### src/rtl/spi_slave_responder.sv
// SPI slave that answers exactly one frame per arm request: shifts out a word
// latched at arm time and captures the master's word, flagging bad bit counts.
module spi_slave_responder #(
    parameter int WID      = 18,
    parameter int WID_LEN  = 5,
    parameter bit POLARITY = 1'b1,
    parameter bit PHASE    = 1'b0
) (
    input  logic           clk,
    input  logic           rst,
    input  logic           sck,
    input  logic           ss,
    input  logic           mosi,
    output logic           miso,
    input  logic           arm,
    input  logic [WID-1:0] to_master,
    output logic [WID-1:0] from_master,
    output logic           finished,
    output logic           err
);

    typedef enum logic [2:0] {IDLE, WAIT_IDLE, WAIT_SS, SHIFT, DONE} state_t;

    state_t             state, state_next;
    logic [2:0]         sck_sync, ss_sync;
    logic [1:0]         mosi_sync;
    logic [1:0]         settle;
    logic [WID-1:0]     tx_sr, rx_sr, tx_shifted;
    logic [WID_LEN-1:0] bit_cnt;
    logic               overflow;
    logic               sck_chg, sck_lead, sck_trail, sample_edge, drive_edge;
    logic               ss_rise, ss_fall, cnt_full;

    // NOTE: sequential state uses non-blocking assignments so every flop samples pre-edge values.
    always_ff @(posedge clk) begin
        if (rst) begin
            sck_sync  <= '0;
            ss_sync   <= '0;
            mosi_sync <= '0;
            settle    <= '0;
        end else begin
            sck_sync  <= {sck_sync[1:0], sck};
            ss_sync   <= {ss_sync[1:0], ss};
            mosi_sync <= {mosi_sync[0], mosi};
            settle    <= {settle[0], 1'b1};
        end
    end

    assign sck_chg     = sck_sync[1] ^ sck_sync[2];
    assign sck_lead    = sck_chg & (sck_sync[1] != POLARITY);
    assign sck_trail   = sck_chg & (sck_sync[1] == POLARITY);
    assign sample_edge = PHASE ? sck_trail : sck_lead;
    assign drive_edge  = PHASE ? sck_lead : sck_trail;
    assign ss_rise     = ss_sync[1] & ~ss_sync[2];
    assign ss_fall     = ~ss_sync[1] & ss_sync[2];
    assign cnt_full    = (bit_cnt == WID_LEN'(WID));
    assign tx_shifted  = {tx_sr[WID-2:0], 1'b0};

    always_ff @(posedge clk) begin
        if (rst) state <= IDLE;
        else     state <= state_next;
    end

    // NOTE: default assigned first so no path through the case infers a latch.
    always_comb begin
        state_next = state;
        case (state)
            // Synchronizers restart from zero after reset; arming before they refill
            // would misread a still-high ss as low and join a frame already running.
            IDLE:      if (arm && settle[1]) state_next = WAIT_IDLE;
            WAIT_IDLE: if (!arm) state_next = IDLE;
                       else if (!ss_sync[1]) state_next = WAIT_SS;
            WAIT_SS:   if (!arm) state_next = IDLE;
                       else if (ss_rise) state_next = SHIFT;
            SHIFT:     if (!arm) state_next = IDLE;
                       else if (ss_fall) state_next = DONE;
            DONE:      if (!arm) state_next = IDLE;
            default:   state_next = IDLE;
        endcase
    end

    always_ff @(posedge clk) begin
        if (rst) begin
            miso        <= 1'b0;
            finished    <= 1'b0;
            err         <= 1'b0;
            from_master <= '0;
            bit_cnt     <= '0;
            tx_sr       <= '0;
            rx_sr       <= '0;
            overflow    <= 1'b0;
        end else begin
            case (state)
                IDLE: begin
                    miso     <= 1'b0;
                    finished <= 1'b0;
                    if (arm && settle[1]) begin
                        tx_sr    <= to_master;
                        rx_sr    <= '0;
                        bit_cnt  <= '0;
                        err      <= 1'b0;
                        overflow <= 1'b0;
                    end
                end
                WAIT_IDLE: miso <= 1'b0;
                WAIT_SS:   miso <= (arm && ss_rise && !PHASE) ? tx_sr[WID-1] : 1'b0;
                SHIFT: begin
                    // ss fall outranks a coincident sck edge, which is dropped.
                    if (!arm) begin
                        miso <= 1'b0;
                    end else if (ss_fall) begin
                        miso     <= 1'b0;
                        finished <= 1'b1;
                        if (cnt_full && !overflow) begin
                            from_master <= rx_sr;
                            err         <= 1'b0;
                        end else begin
                            err <= 1'b1;
                        end
                    end else if (sample_edge) begin
                        if (cnt_full) begin
                            overflow <= 1'b1;
                        end else begin
                            rx_sr   <= {rx_sr[WID-2:0], mosi_sync[1]};
                            bit_cnt <= bit_cnt + WID_LEN'(1);
                        end
                    end else if (drive_edge) begin
                        tx_sr <= tx_shifted;
                        if (cnt_full)   miso <= 1'b0;
                        else if (PHASE) miso <= tx_sr[WID-1];
                        else            miso <= tx_shifted[WID-1];
                    end
                end
                DONE: begin
                    miso <= 1'b0;
                    if (!arm) finished <= 1'b0;
                end
                default: miso <= 1'b0;
            endcase
        end
    end

endmodule
### config.mk
export PLATFORM = sky130hd
export DESIGN_NAME = spi_slave_responder
export DESIGN_NICKNAME = d
export VERILOG_FILES = /design/src/rtl/spi_slave_responder.sv
export SDC_FILE = /design/constraint.sdc
export NUM_CORES = 1
export LEC_CHECK = 0
export CAP_MARGIN = 20
export CORE_AREA = 2 2 86 88
export CTS_BUF_LIST = sky130_fd_sc_hd__clkbuf_16
export DETAILED_ROUTE_END_ITERATION = 8
export DIE_AREA = 0 0 88 90
export GPL_TIMING_DRIVEN = 0
export PLACE_DENSITY = 0.71
export SLEW_MARGIN = 10
export SYNTH_ARGS = -nofsm -noshare
export SYNTH_HDL_FRONTEND = slang
export SYNTH_SLANG_ARGS = --single-unit
### constraint.sdc
create_clock -name clk -period 1.66 [get_ports clk]
set_input_delay 0.249 -clock clk [delete_from_list [all_inputs] [get_ports clk]]
set_output_delay 0.249 -clock clk [all_outputs]
set_load 0.01 [all_outputs]
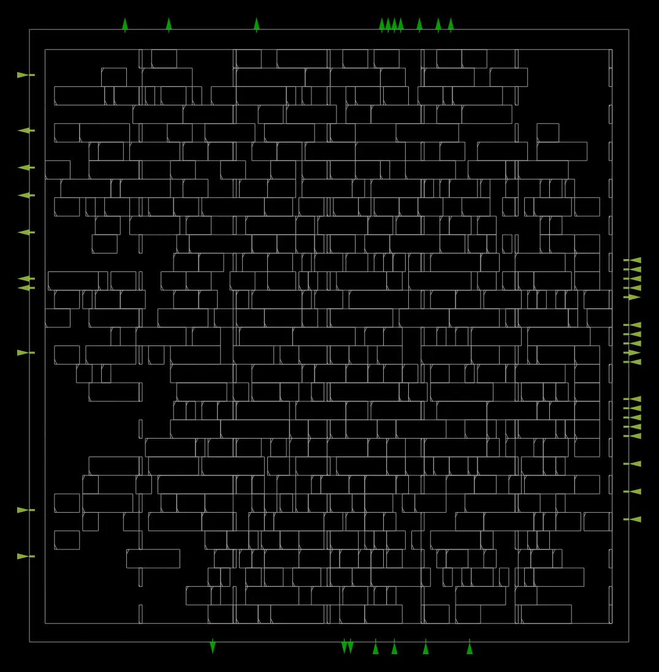
*Cell placement, run 1*
Fillers: 562
tap cells: 99
final design utilization: 67.1%

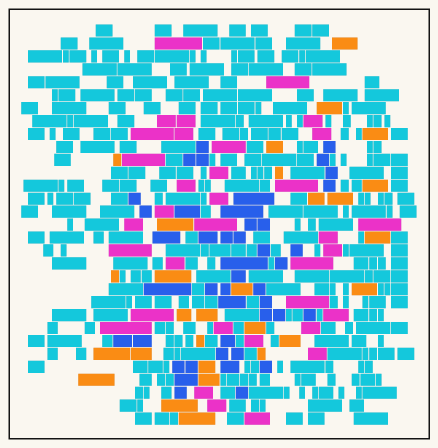
*Cell sizes after repair, run 1*
Magenta marks drive 6 and up, cells 34, most used buf_6. Cyan marks drive 1 or less, cells 329, most used dfxtp_1. Orange marks drive 2, cells 28, most used a311oi_2. Blue marks drive 3 to 4, cells 44, most used buf_4.
nonclk buf count: 106
final setup margin: -207 ps
Area Growth Syn to Fin: 41.7%

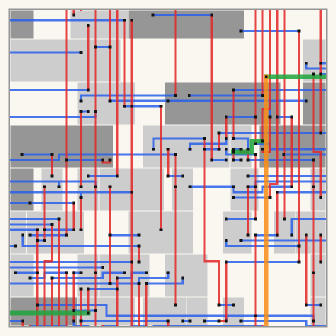
*Close-up of the layout, run 1*
Region (56, 58) to (76, 78) um. Cells in grey, sequential cells in the stronger grey; small squares are vias.
Green marks met3. Orange marks met4. Red marks met2. Blue marks met1.
Netlist names of flops here include `tx_sr` (3). Sequential cells in the window: 5. 29 logic cells have their middle in the window. Most frequent: nand2_1 (8), dfxtp_1 (5), mux2i_1 (4).

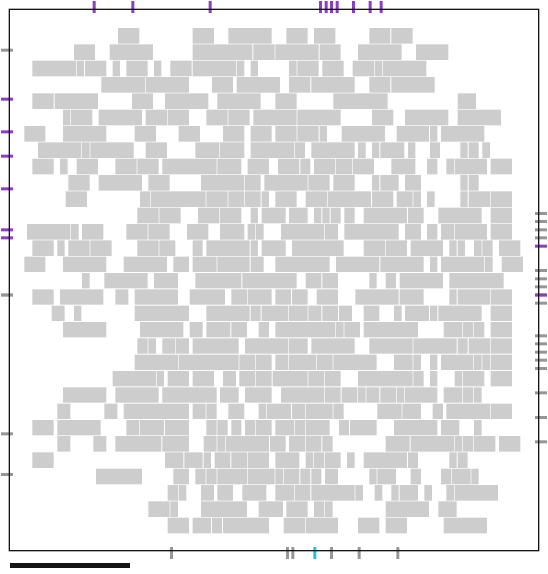
*Pin map, run 1*
Bar = 20 um. Pins as bars across the die edge, other pins in grey.
Purple marks `from_master`, pins 18, direction output, edge 10 north, 6 west, 2 east. Cyan marks `arm`, pins 1, direction input, edge south.
All pins by edge: 18 east, 10 west, 10 north, 7 south.
Die W: 88 um
IO buf count: 42
DIE HEIGHT: 90 um

==> summary.txt, run 1 <==
fresh numbers from the pnr run: run status finished with violations, violated checks setup timing, final setup margin -207 ps, Yosys top cell by instances dfxtp_1, P_comb 2.29 mW, dpl hpwl around 5400 um, pre-CTS setup slack -451 ps, Adder Area Share 0.752%, Worst R2R End rx_sr[0], worst-path cell chain and3b_2, or3_4, buf_6, o311ai_0, o21ai_0, Seq. pwr approximately 2.2 mW, Critical path destination rx_sr[0], CTS tree done, Final Wtd Congestion 0.853, Routed WL per cell 17.2 um, Synth area leader dfxtp_1, critical path class reg2reg, Setup violations, final 34, Max transition margin 51.5%, Final TNS setup -1800 ps, FP Util 47.4%, Hold Buf Count CTS 0, placed instance area between 3000 and 4000 sq um, count of library flops with an enable pin 0, Seq share, synth 45.7%, DRT iter0 DRCs 258, CP max stage delay 410 ps, CP arrival around 2000 ps, Setup Buffers After CTS 16, R2R setup slack -210 ps, Floorplan Nets 375, placed cells 490, static leakage 1.89 nW, grt total ovfl 0, Hold Slack about 210 ps, comb area leader AND-OR/OR-AND gates, Post-CTS Resized 47, Die Size 7920 sq um, GR Layer Usage met2 34.8%, DRT Pass-1 Iters 5, # DRC 0, inverters 5, Avg Cell Area, Syn 9.53 sq um, M3 GR Usage under 10%, final-layout clock buffer total 9, AND-OR/OR-AND share of the synthesized area 24.3%, asr flop ratio synth 0%, number of global-route vias before repair 2938, tool warning count 30, H-Tree Depth 3, biggest regs from_master x18, rx_sr x18, tx_sr x18, worst path bufs/invs 1, commonest cells in the netlist dfxtp_1 (76), nand2_1 (39), a21oi_1 (25), nor2_1 (21), mux2i_1 (20), number of cell rows 31, Hold Path End state[2], Net Sw Frac 32.6%, Min-Delay Path Class in2reg, WL final 9160 um, Post-Synthesis Cells 349, Std-Cell Core Area approximately 7000 sq um, slowest cell on the critical path or3_4, GR Util met1 30.9%, Top Layout Cells dfxtp_1 (69), clkdlybuf4s50_1 (42), nand2_1 (39), clock network area share 5.97%
## Run 2: what changed since run 1
HOLD_SLACK_MARGIN = 0.08   (was not set)
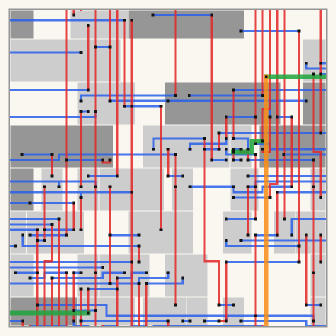
*Close-up of the layout, run 2*
Region (56, 58) to (76, 78) um. Cells in grey, sequential cells in the stronger grey; small squares are vias.
Red marks met2. Orange marks met4. Green marks met3. Blue marks met1.
Most frequent: nand2_1 (8), dfxtp_1 (5), mux2i_1 (4). Netlist names of flops here include `tx_sr` (3). 29 logic cells have their middle in the window. Sequential cells in the window: 5.

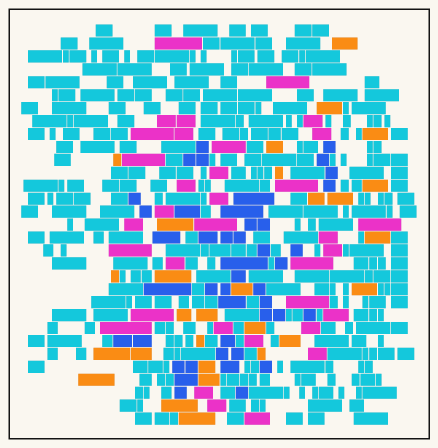
*Cell sizes after repair, run 2*
Blue marks drive 3 to 4, cells 44, most used buf_4. Cyan marks drive 1 or less, cells 329, most used dfxtp_1. Orange marks drive 2, cells 28, most used a311oi_2. Magenta marks drive 6 and up, cells 34, most used buf_6.

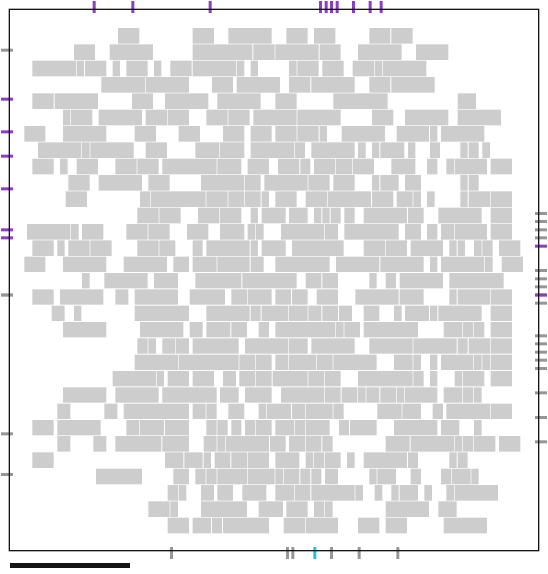
*Pin map, run 2*
Bar = 20 um. Pins as bars across the die edge, other pins in grey.
Purple marks `from_master`, pins 18, direction output, edge 10 north, 6 west, 2 east. Cyan marks `arm`, pins 1, direction input, edge south.

==> run 2 against run 1 <==
  * The run still ends with setup timing left
  * Synthesized cell count unchanged
  * Clock skew unchanged
  * Sequential power about the same
  * Critical endpoint unchanged
  * Largest cell class unchanged
==> summary.txt, run 2 <==
fresh numbers from the pnr run: run status finished with violations (unchanged), violated checks setup timing (unchanged), combinational fraction of design power 36.0% (about the same), critical path class reg2reg (unchanged), Yosys chip area 3330 sq um (unchanged), Seq share, synth 45.7% (unchanged), Net Sw Frac 32.6% (unchanged), pre-CTS setup slack -451 ps (unchanged), GR Util met1 30.9% (unchanged), Clock Root Buffer clkbuf_16 (unchanged), M3 GR Usage 3.95% (unchanged), met3 wire len 447 um (unchanged), final design utilization 67.1% (unchanged), fin area 4710 sq um (unchanged), Top Layer Used met4 (unchanged), Min-Delay Startpoint arm (unchanged), asr flop ratio synth 0% (unchanged), Die W 88 um (unchanged), vias 3154 (unchanged), CTS sink cnt 76 (unchanged), Fillers 562 (unchanged), Post-Synthesis Cells 349 (unchanged), Pwr Density 1350 nW/um^2 (unchanged), CP max FO 8 (unchanged), Worst R2R End rx_sr[0] (unchanged), Psw 2.07 mW (unchanged), P_comb 2.29 mW (about the same), Hold Path Stages 3 (unchanged), Seq. pwr 2.19 mW (about the same), Yosys top cell by instances dfxtp_1 (unchanged), sequential power share 34.5% (about the same), Setup Buffers After CTS 16 (unchanged), R2R setup slack -210 ps (about the same), Synth area leader dfxtp_1 (unchanged), sequential cell area share 32.5% (unchanged), final setup margin -207 ps (unchanged), dpl hpwl 5450 um (unchanged), Reg2Reg Depth 5 (unchanged), Setup violations, final 34 (unchanged), Hold Slack 212 ps (unchanged), VDD IR-drop max 0.649 mV (unchanged), signal buffers share of area 21.1% (unchanged), delay-heaviest family, CP simple AND/OR/NAND/NOR gates (unchanged), IO buf count 42 (unchanged), FF-to-FF Start state[0] (unchanged), Avg Cell Area, Syn 9.53 sq um (unchanged), tool warning count 30 (unchanged), Post-CTS Resized 47 (unchanged), xor+xnor area frac 0% (unchanged), CP arrival 2040 ps (about the same), CP max stage delay 410 ps (about the same), Worst EP required 1840 ps (about the same), worst-path cell chain and3b_2, or3_4, buf_6, o311ai_0, o21ai_0 (unchanged), first-pass GRT wire length 14300 um (unchanged), I/O pin cnt 45 (unchanged), clk slew on worst S/H paths 60 ps (about the same), number of global-route vias before repair 2938 (unchanged), placed cells 490 (unchanged), Antenna Nets Post-Route 0 (unchanged), worst path bufs/invs 1 (unchanged), DIE HEIGHT 90 um (unchanged), nonclk buf count 106 (unchanged), TritonCTS buffer count 9 (unchanged), Adder Area Share 0.752% (unchanged), Internal 4.28 mW (unchanged), Critical path destination rx_sr[0] (unchanged), Hold Buf Count CTS 0 (unchanged), commonest cells in the netlist dfxtp_1 (76), nand2_1 (39), a21oi_1 (25), nor2_1 (21), mux2i_1 (20) (unchanged), final net count 457 (unchanged), comb area leader AND-OR/OR-AND gates (unchanged), fmax 0.536 GHz (unchanged), WL final 9160 um (unchanged), AND-OR/OR-AND share of the synthesized area 24.3% (unchanged), Top-area cell share 45.7% (unchanged), Final TNS setup -1800 ps (unchanged), DRT Pass-1 Iters 5 (unchanged), biggest area cells dfxtp_1 (46%), mux2i_1 (6.0%), a41o_1 (5.1%) (unchanged), CTS tree done (unchanged), biggest regs from_master x18, rx_sr x18, tx_sr x18 (unchanged), Synth Area in Simple Gates 16.4% (unchanged), wl on met1 4120 um (unchanged), grt total ovfl 0 (unchanged), Max transition margin 51.5% (unchanged), static leakage 1.89 nW (unchanged), slowest cell on the critical path or3_4 (unchanged), FP Util 47.4% (unchanged), n_diodes 0 (unchanged), Total Power 6.35 mW (unchanged), Area Growth Syn to Fin 41.7% (unchanged), clock buffer depth 2 (unchanged), Floorplan Nets 375 (unchanged), GR Layer Usage met2 34.8% (unchanged), tap cells 99 (unchanged), flip-flops 76 (unchanged), actual slew at the worst max-slew pin 727 ps (unchanged), Routed WL per cell 17.2 um (unchanged), Die Size 7920 sq um (unchanged), Hold Path End state[2] (unchanged), DRT iter0 DRCs 258 (unchanged), number of cell rows 31 (unchanged), Std-Cell Core Area 7020 sq um (unchanged), met2 WL 4400 um (unchanged), Min-Delay Path Class in2reg (unchanged), # DRC 0 (unchanged), final-layout clock buffer total 9 (unchanged), inverters 5 (unchanged), H-Tree Depth 3 (unchanged), number of logic gates 233 (unchanged), count of library flops with an enable pin 0 (unchanged), flops out of synthesis 76 (unchanged), Top Layout Cells dfxtp_1 (69), clkdlybuf4s50_1 (42), nand2_1 (39) (unchanged), Final Wtd Congestion 0.853 (unchanged), clock network area share 5.97% (unchanged), placed instance area 3890 sq um (unchanged)
Power is estimated from default activity; no workload was simulated.
